$ cat config.mk
export PLATFORM = sky130hd
export DESIGN_NAME = mc_sequencer
export DESIGN_NICKNAME = d
export VERILOG_FILES = /design/src/rtl/mc_pkg.sv /design/src/rtl/mc_perf_counters.sv /design/src/rtl/mc_sequencer.sv
export SDC_FILE = /design/constraint.sdc
export NUM_CORES = 1
export LEC_CHECK = 0
export CAP_MARGIN = 10
export CORE_MARGIN = 3
export CORE_UTILIZATION = 27
export CTS_CLUSTER_SIZE = 24
export DETAILED_ROUTE_END_ITERATION = 10
export PLACE_DENSITY = 0.81
export SYNTH_ARGS = -nofsm -noshare
export SYNTH_HDL_FRONTEND = slang
export SYNTH_SLANG_ARGS = --single-unit
$ cat constraint.sdc
create_clock -name clk -period 1.17 [get_ports clk]
set_clock_uncertainty 0.05 [all_clocks]
set_input_delay 0.234 -clock clk [delete_from_list [all_inputs] [get_ports clk]]
set_output_delay 0.234 -clock clk [all_outputs]
set_load 0.01 [all_outputs]
$ cat src/rtl/mc_pkg.sv
// Shared state encoding and default opcode / ALU constants for the multicycle sequencer.
package mc_pkg;

    typedef enum logic [2:0] {
        S_FETCH  = 3'd0,
        S_DECODE = 3'd1,
        S_EXEC   = 3'd2,
        S_MEM    = 3'd3,
        S_WB     = 3'd4,
        S_HALT   = 3'd5
    } state_e;

    localparam int DEF_OP_W      = 4;
    localparam int DEF_ALUOP_W   = 4;
    localparam int DEF_OP_LOAD   = 'h6;
    localparam int DEF_OP_STORE  = 'h7;
    localparam int DEF_OP_BRANCH = 'h8;
    localparam int DEF_OP_HALT   = 'hF;
    localparam int DEF_ALU_ADD   = 0;
    localparam int DEF_ALU_SUB   = 1;
    localparam int DEF_CNT_W     = 16;

endpackage

$ cat src/rtl/mc_perf_counters.sv
// Saturating performance counters (cycles, retired instructions, memory stalls).
// Only instantiated when MC_SEQ_PERF_EN is defined.
module mc_perf_counters #(
    parameter int CNT_W = 16
) (
    input  logic             clk_i,
    input  logic             reset_i,
    input  logic             retire_i,
    input  logic             stall_i,
    output logic [CNT_W-1:0] cycle_cnt_o,
    output logic [CNT_W-1:0] instr_cnt_o,
    output logic [CNT_W-1:0] stall_cnt_o
);

    localparam logic [CNT_W-1:0] CNT_MAX = '1;

    logic [CNT_W-1:0] cycle_q, cycle_d;
    logic [CNT_W-1:0] instr_q, instr_d;
    logic [CNT_W-1:0] stall_q, stall_d;

    function automatic logic [CNT_W-1:0] sat_inc(input logic [CNT_W-1:0] v, input logic en);
        return (en && (v != CNT_MAX)) ? v + CNT_W'(1) : v;
    endfunction

    always_comb begin
        cycle_d = sat_inc(cycle_q, 1'b1);
        instr_d = sat_inc(instr_q, retire_i);
        stall_d = sat_inc(stall_q, stall_i);
    end

    always_ff @(posedge clk_i) begin
        if (reset_i) begin
            cycle_q <= '0;
            instr_q <= '0;
            stall_q <= '0;
        end else begin
            cycle_q <= cycle_d;
            instr_q <= instr_d;
            stall_q <= stall_d;
        end
    end

    assign cycle_cnt_o = cycle_q;
    assign instr_cnt_o = instr_q;
    assign stall_cnt_o = stall_q;

endmodule

$ cat src/rtl/mc_sequencer.sv
// Multicycle CPU control sequencer: FETCH/DECODE/EXEC/MEM/WB/HALT FSM driving datapath enables.
// Define MC_SEQ_PERF_EN to build the saturating perf counters; otherwise they read constant 0.
module mc_sequencer
    import mc_pkg::*;
#(
    parameter int OP_W      = DEF_OP_W,
    parameter int ALUOP_W   = DEF_ALUOP_W,
    parameter int OP_LOAD   = DEF_OP_LOAD,
    parameter int OP_STORE  = DEF_OP_STORE,
    parameter int OP_BRANCH = DEF_OP_BRANCH,
    parameter int OP_HALT   = DEF_OP_HALT,
    parameter int ALU_ADD   = DEF_ALU_ADD,
    parameter int ALU_SUB   = DEF_ALU_SUB,
    parameter int CNT_W     = DEF_CNT_W
) (
    input  logic               clk,
    input  logic               reset,
    input  logic [OP_W-1:0]    opcode,
    input  logic               mem_ready,
    input  logic               alu_zero,
    input  logic               resume,
    output logic               IRWrite,
    output logic               PCWrite,
    output logic               PCSrc,
    output logic               RegWrite,
    output logic               MemRead,
    output logic               MemWrite,
    output logic [ALUOP_W-1:0] ALUop,
    output logic [2:0]         state,
    output logic               halted,
    output logic [CNT_W-1:0]   cycle_cnt,
    output logic [CNT_W-1:0]   instr_cnt,
    output logic [CNT_W-1:0]   stall_cnt
);

    state_e state_q, state_d;
    logic   is_load, is_store, is_branch, is_halt;

    assign is_load   = (opcode == OP_W'(OP_LOAD));
    assign is_store  = (opcode == OP_W'(OP_STORE));
    assign is_branch = (opcode == OP_W'(OP_BRANCH));
    assign is_halt   = (opcode == OP_W'(OP_HALT));

    always_ff @(posedge clk) begin
        if (reset) state_q <= S_FETCH;
        else       state_q <= state_d;
    end

    // Reset dominates: while it is high no datapath enable may fire, even from FETCH.
    always_comb begin
        state_d  = state_q;
        IRWrite  = 1'b0;
        PCWrite  = 1'b0;
        PCSrc    = 1'b0;
        RegWrite = 1'b0;
        MemRead  = 1'b0;
        MemWrite = 1'b0;
        ALUop    = '0;
        halted   = 1'b0;
        if (!reset) begin
            case (state_q)
                S_FETCH: begin
                    MemRead = 1'b1;
                    ALUop   = ALUOP_W'(ALU_ADD);
                    if (mem_ready) begin
                        IRWrite = 1'b1;
                        PCWrite = 1'b1;
                        state_d = S_DECODE;
                    end
                end
                S_DECODE: state_d = is_halt ? S_HALT : S_EXEC;
                S_EXEC: begin
                    if (is_branch) begin
                        ALUop   = ALUOP_W'(ALU_SUB);
                        PCSrc   = 1'b1;
                        PCWrite = alu_zero;
                        state_d = S_FETCH;
                    end else begin
                        ALUop   = ALUOP_W'(opcode);
                        state_d = (is_load || is_store) ? S_MEM : S_WB;
                    end
                end
                S_MEM: begin
                    MemRead  = is_load;
                    MemWrite = is_store;
                    if (mem_ready) state_d = is_load ? S_WB : S_FETCH;
                end
                S_WB: begin
                    RegWrite = 1'b1;
                    state_d  = S_FETCH;
                end
                S_HALT: begin
                    halted = 1'b1;
                    if (resume) state_d = S_FETCH;
                end
                default: state_d = S_FETCH;
            endcase
        end
    end

    assign state = state_q;

`ifdef MC_SEQ_PERF_EN
    logic retire, stall;

    assign retire = (state_q == S_WB) ||
                    ((state_q == S_EXEC) && is_branch) ||
                    ((state_q == S_MEM) && is_store && mem_ready);
    assign stall  = ((state_q == S_FETCH) || (state_q == S_MEM)) && !mem_ready;

    mc_perf_counters #(
        .CNT_W(CNT_W)
    ) u_perf (
        .clk_i       (clk),
        .reset_i     (reset),
        .retire_i    (retire),
        .stall_i     (stall),
        .cycle_cnt_o (cycle_cnt),
        .instr_cnt_o (instr_cnt),
        .stall_cnt_o (stall_cnt)
    );
`else
    assign cycle_cnt = '0;
    assign instr_cnt = '0;
    assign stall_cnt = '0;
`endif

endmodule

==> run summary <==
Setup_tns = -4110 ps
Cell count after placement = 170
Biggest area cells = buf_4, dfxtp_1, nor2_1
Router iterations before antenna repair = 4
First-pass GRT wire length = 2400 um
Final setup vio count = 14
Worst Setup End Kind = primary output
RSZ-0062 raised after global routing = true
PnR Total Power = 1.23 mW
Final core utilization = 44.1%
Fin area = 1120 um2
Routability Congestion = 0.729
Worst-path fanout max = 4
Overall Global Routing Usage = 9.08%
Met3 routed WL = 207 um
Core area = 2540 um2
Floorplan core density = 29.4%
Largest net degree at the start of global routing = 10
FF-to-FF path depth = 6
Status = finished, violations left
Num CTS Buffers = 3
Cycle use final = 139%
Max VDD drop = 0.000720 V
Crit-path cells = nand2b_4, nor3_4, buf_6, and4b_1, buf_2
Gate Count Post-Synth = 109
Clock sinks = 3
PortBufs = 22
DRT antenna net count = 0
Synth-to-layout area growth = 50.3%
Post CTS Setup Buffer Count = 2
Congestion Overflow GR = 0
Critical-path top delay cell = dfxtp_4
Post-synth regs = 3
Worst hold path class = input port to register
Max Slew Vio Count = 0
Routed wl met2 = 998 um
Synth unique cells = 29
Top Layout Cells = conb_1, buf_4, buf_2, buf_6, o21ai_1
Post-Route M1 WL = 709 um
Max H-tree Level = 1
Fin Hold WS = 288 ps
Final WS setup = -455 ps
CP peak stage delay = 340 ps
Top-area cell share = 49.2%
Hold Path Depth = 2
I/O pin cnt = 71
Root Driver = clkbuf_4
Average size of a mapped cell = 6.85 um2
CTS tree = built
Hold Violations, Final = 0
Register share after synthesis = 8.04%
DP Area = 970 um2
Die H = 58.6 um
Drc violations = 0
Row count = 18
Failing checks = negative setup slack
Max_cap viols = 0
Antenna Cells = 0
Die width = 58.6 um
Final non-filler cell total = 184
Initial antenna violation count = 0
Type of origin of the critical path = register
Dpl ws = -1030 ps
Max reg flops = 3
Syn Std Cell Area = 747 um2
Post-synth top area cell = buf_4
Die area = 3430 um2
Critical path required time = 890 ps
Vias in the first global route = 537
Final Critical Period = 1620 ps
Avg Vias per Cell = 3.97
Post-detail-place hpwl = 1380 um
Clk_lat worst skew = 240 ps
CTS-repair resized insts = 69
P_leak = 0.579 nW
Share of layout cells above drive strength 1 = 45.5%
Nets = 164
PD cells = 1090 nW/um2
Top sig layer = met3
DRT iter0 DRCs = 16
Ys cells = 109
WS Path Type = register to primary output
Dominant logic cell type in the layout = conb_1
Number of logged tool warnings = 29
Wire length per cell = 10.4 um
WP data arrival = 1340 ps
Max clock buf depth = 2
Clock slew at reported path FFs = 40 ps
Synth Warn # = 0
Cts-stage hold buffer count = 0
Yosys Chip Area = 747 um2
FMAX = 0.616 GHz
==> cells by family after synthesis <==
kind of cell	count (synthesis)	share of synthesized area, %
buf+inv	57	53.8
compound gates	13	9.88
other cells	1	0.502
xor+xnor	1	1.17
simple gates	34	26.6
flops	3	8.04
==> worst paths after layout <==
path	from	endpoint	slack [ps]
worst max register to register	state[1]$_SDFFE_PP0P_	state[2]$_SDFFE_PP0P_	-250
worst max-delay path	state[0]$_SDFFE_PP0P_	PCSrc	-450
worst min-delay path	reset	state[0]$_SDFFE_PP0P_	290
worst min register to register	state[1]$_SDFFE_PP0P_	state[1]$_SDFFE_PP0P_	630
==> power breakdown <==
part	leakage (nW)	switching [mW]	total, mW	internal (mW)
clock network	0.0150	0.0622	0.191	0.128
registers	0.0267	0.0414	0.182	0.140
logic	0.538	0.418	0.854	0.437
total	0.579	0.521	1.23	0.705
==> synth_stat cells (all sizes together) <==
cell	count
nor2b	1
o21a	1
nor3	4
or3b	1
nand3	1
dfxtp	3
nor4b	2
xor2	1
o21ai	5
a21oi	5
and2	2
nand2b	2
a211oi	1
and4b	1
nand4	2
buf	52
nor2	7
and3	2
conb	1
nand2	4
nand3b	1
inv	3
o32ai	1
nor4	2
nor3b	2
clkbuf	2
==> layer usage <==
metal  vias up  global-route usage, %
li1        357                      -
met1       333                   11.7
met2        41                   14.7
met3         0                   3.07
met4         0                   1.94
met5         -                      0
==> worst max-delay path: cells and delay by family (launching register included) <==
family | cells | cell delay, ps
buffers and inverters | 2 | 270
and+or+nand+nor | 3 | 490
DFF | 1 | 340
==> final cells by class <==
cell class	count	area (um2)
fill	261	1420
inverter	3	11.3
multi-input combinational	96	586
timing repair buffer	48	390
clock buffer	4	26.3
tap	30	37.5
sequential	3	71.3
layer_met1.png
(8 px per um) Supply wires on this layer in gray. Cells faint in the background.
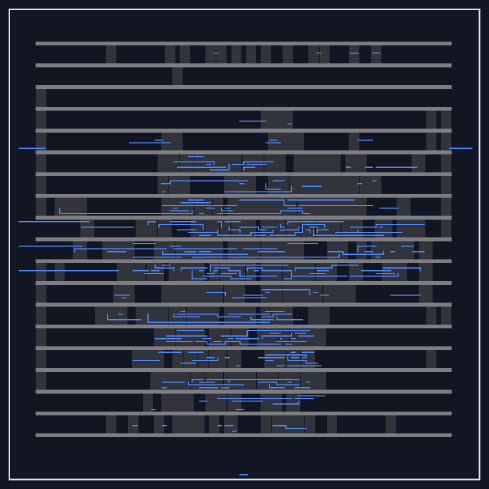
main direction: horizontal
share of all routed wire: 37%
via count: 731
met1 GRT Util: 11.7%
routed wire length: 1920 um

layer_met2.png
(8 px per um)
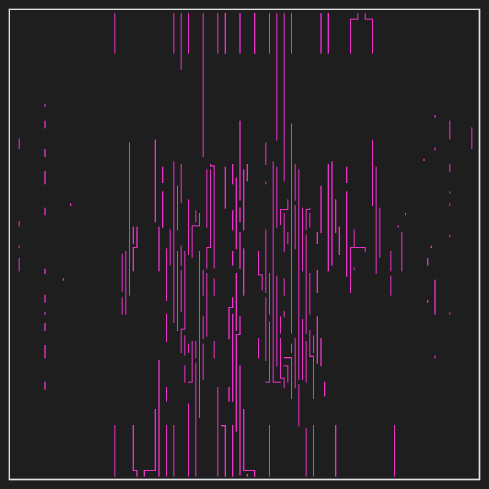
longest straight run: 27.5 um
main direction: vertical
wire length on this layer: 998 um
nets with wire on the layer: 146
share of all routed wire: 52%
M2 GR Usage: 14.7%

Power is estimated from default activity; no workload was simulated.
